--- config.mk ---
export PLATFORM = sky130hd
export DESIGN_NAME = sha3_pad_packer
export DESIGN_NICKNAME = d
export VERILOG_FILES = /design/src/rtl/sha3_pkg.sv /design/src/rtl/sha3_pad_mask.sv /design/src/rtl/sha3_pad_packer.sv
export SDC_FILE = /design/constraint.sdc
export NUM_CORES = 2
export LEC_CHECK = 0
export ABC_CLOCK_PERIOD_IN_PS = 45500
export CORE_AREA = 2 2 459 461
export DETAILED_ROUTE_END_ITERATION = 6
export DIE_AREA = 0 0 461 463
export GPL_ROUTABILITY_DRIVEN = 0
export PLACE_DENSITY = 0.43
export REMOVE_ABC_BUFFERS = 1
export SYNTH_ARGS = -nofsm -noshare
export SYNTH_HDL_FRONTEND = slang
export SYNTH_SLANG_ARGS = --single-unit
--- constraint.sdc ---
create_clock -name ACLK -period 45.5 [get_ports ACLK]
set_input_delay 4.55 -clock ACLK [delete_from_list [all_inputs] [get_ports ACLK]]
set_output_delay 4.55 -clock ACLK [all_outputs]
set_load 0.02 [all_outputs]
--- src/rtl/sha3_pkg.sv ---
// Shared types and constants for the SHA-3 pad/packer: variant enum, rate lookup, pad bytes.
package sha3_pkg;

    localparam int unsigned MAX_RATE_BITS  = 1152;
    localparam int unsigned MAX_RATE_BYTES = MAX_RATE_BITS / 8;
    localparam int unsigned WCNT_W         = 7;
    localparam int unsigned POS_W          = 8;

    localparam logic [7:0] PAD_SHA3   = 8'h06;
    localparam logic [7:0] PAD_KECCAK = 8'h01;
    localparam logic [7:0] PAD_END    = 8'h80;

    typedef enum logic [1:0] {
        SHA3_224 = 2'd0,
        SHA3_256 = 2'd1,
        SHA3_384 = 2'd2,
        SHA3_512 = 2'd3
    } sha3_mode_t;

    typedef enum logic [1:0] {
        FILL   = 2'd0,
        HOLD   = 2'd1,
        PADBLK = 2'd2
    } pack_state_t;

    // Rate in 16-bit words for each variant.
    function automatic logic [WCNT_W-1:0] rate_words(input sha3_mode_t m);
        case (m)
            SHA3_224: return WCNT_W'(72);
            SHA3_256: return WCNT_W'(68);
            SHA3_384: return WCNT_W'(52);
            default:  return WCNT_W'(36);
        endcase
    endfunction

endpackage

--- src/rtl/sha3_pad_mask.sv ---
// Combinational OR-mask: pad byte at position p, end marker 0x80 at byte 2R-1.
module sha3_pad_mask
    import sha3_pkg::*;
(
    input  logic [POS_W-1:0]         i_pos,
    input  logic [WCNT_W-1:0]        i_rate_words,
    input  logic [7:0]               i_pad,
    output logic [MAX_RATE_BITS-1:0] o_mask
);

    logic [POS_W-1:0] w_end;

    assign w_end = {i_rate_words, 1'b0} - POS_W'(1);

    always_comb begin
        o_mask = '0;
        for (int k = 0; k < int'(MAX_RATE_BYTES); k++) begin
            o_mask[8*k +: 8] = ((POS_W'(k) == i_pos) ? i_pad   : 8'h00)
                             | ((POS_W'(k) == w_end) ? PAD_END : 8'h00);
        end
    end

endmodule

--- src/rtl/sha3_pad_packer.sv ---
// Packs 16-bit AXI-Stream message words into padded SHA-3 rate blocks.
// Optional SHA3_PAD_KECCAK_EN adds legacy_i to select the original Keccak pad byte.
module sha3_pad_packer
    import sha3_pkg::*;
#(
    parameter int unsigned WIDTH = 16
) (
    input  logic                     ACLK,
    input  logic                     ARESET,
    input  logic [WIDTH-1:0]         TDATA_i,
    input  logic [1:0]               TKEEP_i,
    input  logic                     TVALID_i,
    input  logic                     TLAST_i,
    output logic                     TREADY_o,
    input  logic [1:0]               USER_i,
`ifdef SHA3_PAD_KECCAK_EN
    input  logic                     legacy_i,
`endif
    output logic [MAX_RATE_BITS-1:0] blk_data_o,
    output logic                     blk_valid_o,
    input  logic                     blk_ready_i,
    output logic                     blk_last_o,
    output logic                     blk_first_o,
    output logic [1:0]               blk_mode_o
);

    pack_state_t              r_state, w_state_nxt;
    logic [MAX_RATE_BITS-1:0] r_buf, w_buf_nxt;
    logic [WCNT_W-1:0]        r_wcnt, w_wcnt_nxt;
    logic                     r_tready, r_valid;
    logic                     r_last, w_last_nxt;
    logic                     r_first, w_first_nxt;
    logic                     r_in_msg, w_in_msg_nxt;
    logic                     r_padnext, w_padnext_nxt;
    sha3_mode_t               r_mode, w_mode_nxt;

    logic                     w_accept, w_blk_take;
    sha3_mode_t               w_mode;
    logic [WCNT_W-1:0]        w_rate;
    logic [1:0]               w_keep;
    logic [POS_W-1:0]         w_pos, w_mask_pos;
    logic [WIDTH-1:0]         w_word;
    logic [7:0]               w_pad;
    logic [MAX_RATE_BITS-1:0] w_mask;

    assign w_accept   = TVALID_i && r_tready;
    assign w_blk_take = r_valid && blk_ready_i;
    // The first beat of a message uses USER_i directly; later beats use the latched copy.
    assign w_mode     = r_in_msg ? r_mode : sha3_mode_t'(USER_i);
    assign w_rate     = rate_words(w_mode);
    assign w_keep     = TLAST_i ? TKEEP_i : 2'b11;
    assign w_pos      = {r_wcnt, 1'b0} + POS_W'(w_keep[0]) + POS_W'(w_keep[1]);
    assign w_mask_pos = (r_state == PADBLK) ? '0 : w_pos;
    assign w_word     = TDATA_i & WIDTH'({{8{w_keep[1]}}, {8{w_keep[0]}}});

`ifdef SHA3_PAD_KECCAK_EN
    logic r_legacy;
    logic w_legacy;

    assign w_legacy = r_in_msg ? r_legacy : legacy_i;
    assign w_pad    = w_legacy ? PAD_KECCAK : PAD_SHA3;

    always_ff @(posedge ACLK or posedge ARESET) begin
        if (ARESET)                   r_legacy <= 1'b0;
        else if (w_accept && !r_in_msg) r_legacy <= legacy_i;
    end
`else
    assign w_pad = PAD_SHA3;
`endif

    sha3_pad_mask u_mask (
        .i_pos        (w_mask_pos),
        .i_rate_words (w_rate),
        .i_pad        (w_pad),
        .o_mask       (w_mask)
    );

    // Next-state and datapath update.
    always_comb begin
        w_state_nxt   = r_state;
        w_buf_nxt     = r_buf;
        w_wcnt_nxt    = r_wcnt;
        w_last_nxt    = r_last;
        w_first_nxt   = r_first;
        w_in_msg_nxt  = r_in_msg;
        w_padnext_nxt = r_padnext;
        w_mode_nxt    = r_mode;
        case (r_state)
            FILL: begin
                if (w_accept) begin
                    w_in_msg_nxt = 1'b1;
                    w_mode_nxt   = w_mode;
                    w_buf_nxt[{r_wcnt, 4'b0000} +: WIDTH] = w_word;
                    if (TLAST_i) begin
                        w_state_nxt = HOLD;
                        if (w_pos < {w_rate, 1'b0}) begin
                            w_buf_nxt  = w_buf_nxt | w_mask;
                            w_last_nxt = 1'b1;
                        end else begin
                            w_last_nxt    = 1'b0;
                            w_padnext_nxt = 1'b1;
                        end
                    end else if (r_wcnt == w_rate - WCNT_W'(1)) begin
                        w_state_nxt = HOLD;
                        w_last_nxt  = 1'b0;
                    end else begin
                        w_wcnt_nxt = r_wcnt + WCNT_W'(1);
                    end
                end
            end
            HOLD: begin
                if (w_blk_take) begin
                    w_buf_nxt     = '0;
                    w_wcnt_nxt    = '0;
                    w_first_nxt   = r_last;
                    w_padnext_nxt = 1'b0;
                    w_in_msg_nxt  = r_in_msg && !r_last;
                    w_state_nxt   = r_padnext ? PADBLK : FILL;
                end
            end
            PADBLK: begin
                w_buf_nxt   = w_mask;
                w_last_nxt  = 1'b1;
                w_state_nxt = HOLD;
            end
            default: w_state_nxt = FILL;
        endcase
    end

    always_ff @(posedge ACLK or posedge ARESET) begin
        if (ARESET) begin
            r_state   <= FILL;
            r_buf     <= '0;
            r_wcnt    <= '0;
            r_tready  <= 1'b0;
            r_valid   <= 1'b0;
            r_last    <= 1'b0;
            r_first   <= 1'b1;
            r_in_msg  <= 1'b0;
            r_padnext <= 1'b0;
            r_mode    <= SHA3_224;
        end else begin
            r_state   <= w_state_nxt;
            r_buf     <= w_buf_nxt;
            r_wcnt    <= w_wcnt_nxt;
            r_tready  <= (w_state_nxt == FILL);
            r_valid   <= (w_state_nxt == HOLD);
            r_last    <= w_last_nxt;
            r_first   <= w_first_nxt;
            r_in_msg  <= w_in_msg_nxt;
            r_padnext <= w_padnext_nxt;
            r_mode    <= w_mode_nxt;
        end
    end

    assign TREADY_o    = r_tready;
    assign blk_valid_o = r_valid;
    assign blk_data_o  = r_buf;
    assign blk_last_o  = r_last;
    assign blk_first_o = r_first;
    assign blk_mode_o  = r_mode;

endmodule

==> flow_summary.yaml <==
# implementation run metrics
status:
  outcome: "completed"
final_timing:
  finalHoldWorstSlack_ns: 0.473
  hold_viol_final: 0
clock_tree:
  worst_setup_hold_path_clk_slew_ns: 0.06
  cts_hold_repair.buffers: 0
synthesis:
  ys.flop_type: "dfrtp_1"
  yosys_warnings: 0
  syn_inst: 3965
  yosysChipArea_sq_um: 48000
  ys_seq_frac: 0.609
  async_reset_ff_frac: 1.00
  synth.avg_cell_area_sq_um: 12.1
route:
  drt_iter0_markers: 3497
  m1WireLength_mm: 113
  drt_pass1_iterations: 6
floorplan:
  die_height_microns: 463
  placeableCoreArea_sq_um: 209000
cells_and_area:
  layout_top_cell_excl_fill_tap: "clkdlybuf4s50_1"
  final_nets: 5130
place:
  place_worst_setup_slack_ns: 34.94
grt:
  maximum_number_of_pins_on_one_net_before_global_route_repair: 164
worst_setup_path:
  cp_max_fo: 17
-- cells in the mapped netlist, types with 13 or more instances --
cell type | n | area (sq um)
nand2b_1 | 19 | 119
a221o_1 | 96 | 961
nand2_1 | 261 | 980
clkbuf_1 | 295 | 1110
o21a_1 | 19 | 143
nor3b_1 | 14 | 105
nor3_1 | 73 | 365
a211oi_1 | 23 | 173
o21ai_4 | 14 | 228
nor4_1 | 15 | 93.8
o211ai_1 | 27 | 203
nor2_1 | 179 | 672
buf_1 | 15 | 56.3
a21oi_1 | 97 | 485
o21ai_0 | 211 | 1060
buf_4 | 20 | 150
nand3_1 | 78 | 390
buf_2 | 41 | 205
a22o_1 | 735 | 6440
a221oi_1 | 60 | 526
o21ai_1 | 33 | 165
o221a_2 | 75 | 845
nand4_1 | 16 | 100
mux2i_1 | 32 | 320
nor3_2 | 13 | 130
nor3_4 | 18 | 293
inv_1 | 65 | 244
a31oi_1 | 16 | 100
dfrtp_1 | 1168 | 29200
-- state kept, by name, indices dropped and copies added, names as in the netlist --
signal	cells
r_padnext	1
r_state	2
blk_mode_o	2
r_in_msg	1
r_wcnt	7
blk_data_o	1152
blk_valid_o	1
blk_first_o	1
blk_last_o	1
TREADY_o	1
-- worst max path at each step --
stage	endpoint	slack, ns	cells after the start
floorplan	TREADY_o$_DFF_PP0_	8.02	1
global placement	blk_data_o[809]$_DFFE_PP0P_	35.01	15
detailed placement	blk_data_o[809]$_DFFE_PP0P_	34.94	15
CTS	blk_data_o[810]$_DFFE_PP0P_	35.80	15
global route	blk_data_o[810]$_DFFE_PP0P_	35.34	15
finish	blk_data_o[810]$_DFFE_PP0P_	35.57	15
-- cells by family (layout without fill, tap and decap cells) --
kind of cell,count (synthesis),in the layout,share of synthesized area
other,0,9,0
AOI/OAI and AO/OA,1530,1530,0.260
DFF,1169,1169,0.609
and+or+nand+nor,763,763,0.0803
adders and majority gates,12,12,0.00312
buffers and inverters,442,1690,0.0379
muxes,37,37,0.00784
xor gates and xnor gates,12,12,0.00219
-- tightest hold or removal path: stages (launching register included) --
cell and delay (ns):
dfrtp_1 0.34, nand2_1 0.04, o21ai_0 0.06
-- layer usage --
layer,track usage,vias to the layer above
li1,-,17400
met1,0.317,21800
met2,0.397,1720
met3,0.0914,363
met4,0.102,6
met5,0,-
-- metrics by stage --
stage | utilization | instances
global placement | 0.305 | 7749
global route | 0.328 | 8024
finish | 0.328 | 8027
floorplan | - | 3590
CTS | 0.328 | 8017
detailed placement | 0.305 | 7749
-- power groups by stage --
stage               Sequential, W  Combinational (W)  Clock (W)
finish                    0.00126            0.00179    0.00120
detailed placement        0.00127            0.00181          0
global route              0.00127            0.00187    0.00127
floorplan                 0.00141           0.000644          0
CTS                       0.00126            0.00181    0.00123
global placement          0.00127            0.00181          0
-- area by class of cell --
type                    count  area [sq um]
well taps                2805          3510
repair buffers           1355         13200
flip-flops and latches   1169         29300
inverters                  67           259
clock inverters            48           499
clock buffers             220          4380
fillers                 21100        140000
diodes                      9          22.5
multi-input cells        2354         17400
Fig. 1: register map, names as in the netlist
Other sequential cells in the stronger gray, the rest of the logic in the fainter gray.
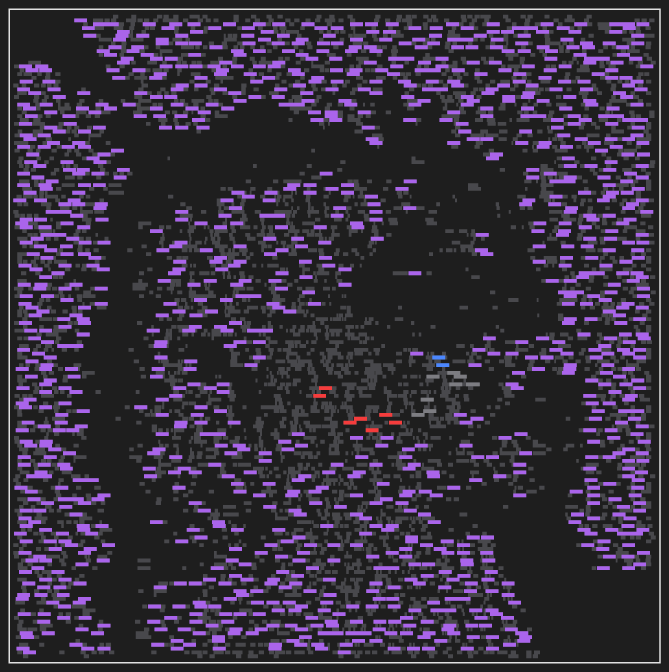
Key: r_state = blue [placed flops 2]; r_wcnt = red [placed flops 7]; blk_data_o = purple [placed flops 1152, where spread over the die]
Another 8 sequential cells are not colored.
sequential cell power: 0.00126 W
post-route core utilization: 0.328

Fig. 2: routing congestion map
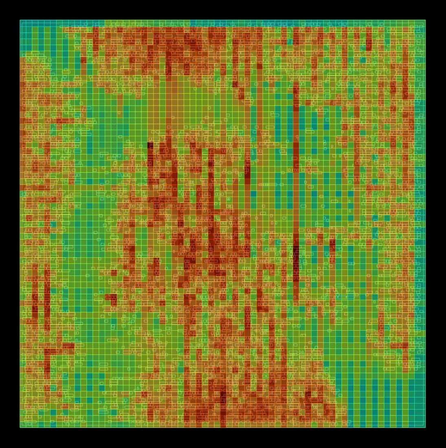
Routed WL per cell: 34.7 microns
GR Util met3: 0.0914
layer with the highest usage: met2
global-route met1 utilization: 0.317
met2 track utilization from global routing: 0.397

Fig. 3: met1 routing
Scale bar: 100 microns.
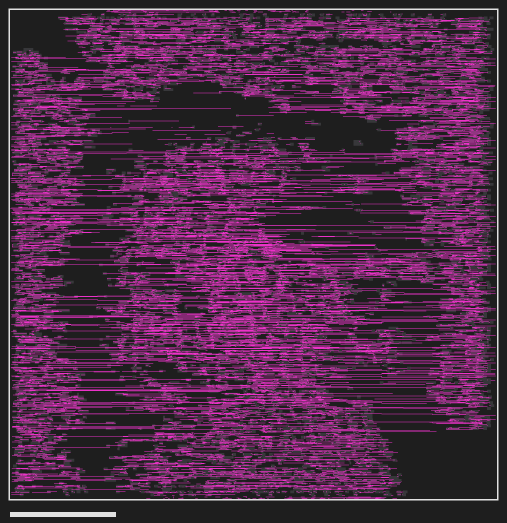
The layer holds 41% of the routed length. The wires run mostly horizontal.
Vias: 41300
DRT Wirelength: 278 mm

Fig. 4: metal layers overlaid
Scale bar: 100 microns. Two of the layers only.
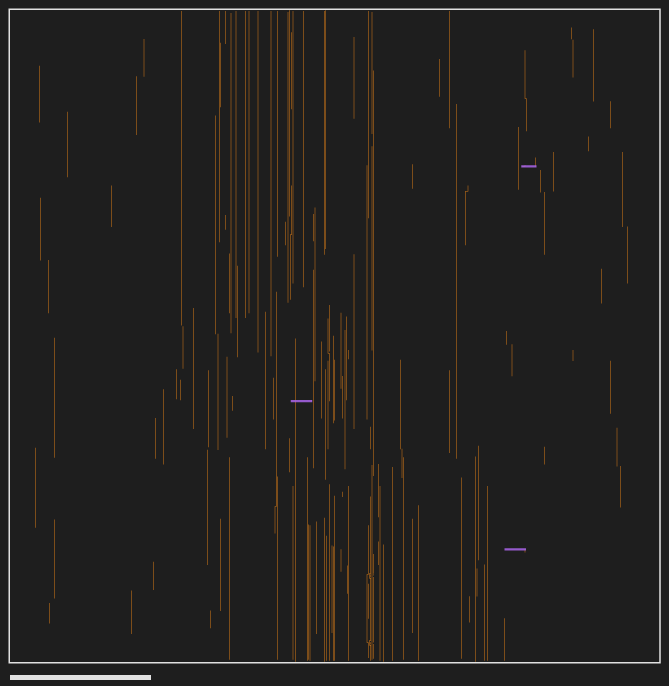
Key: met4 = orange [wire length 11600 microns]; met5 = purple [wire length 36.8 microns]
overall global routing resource usage: 0.254

Fig. 5: routed metal per tile
The die is cut into 23 by 23 equal tiles; white is low, dark blue is high, scaled to the fullest tile. Values are wire area over tile area, all layers added.
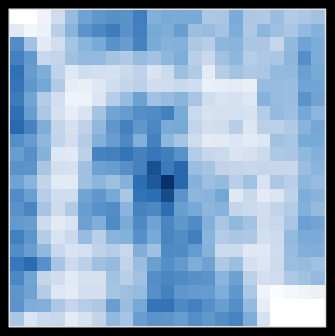
31% of the tiles are over half the peak. The fullest tile reaches 0.54. The mean over all tiles is 0.22. 1.9% of the tiles are nearly empty.

No activity file was given, so power comes from the tool's default toggle rates.
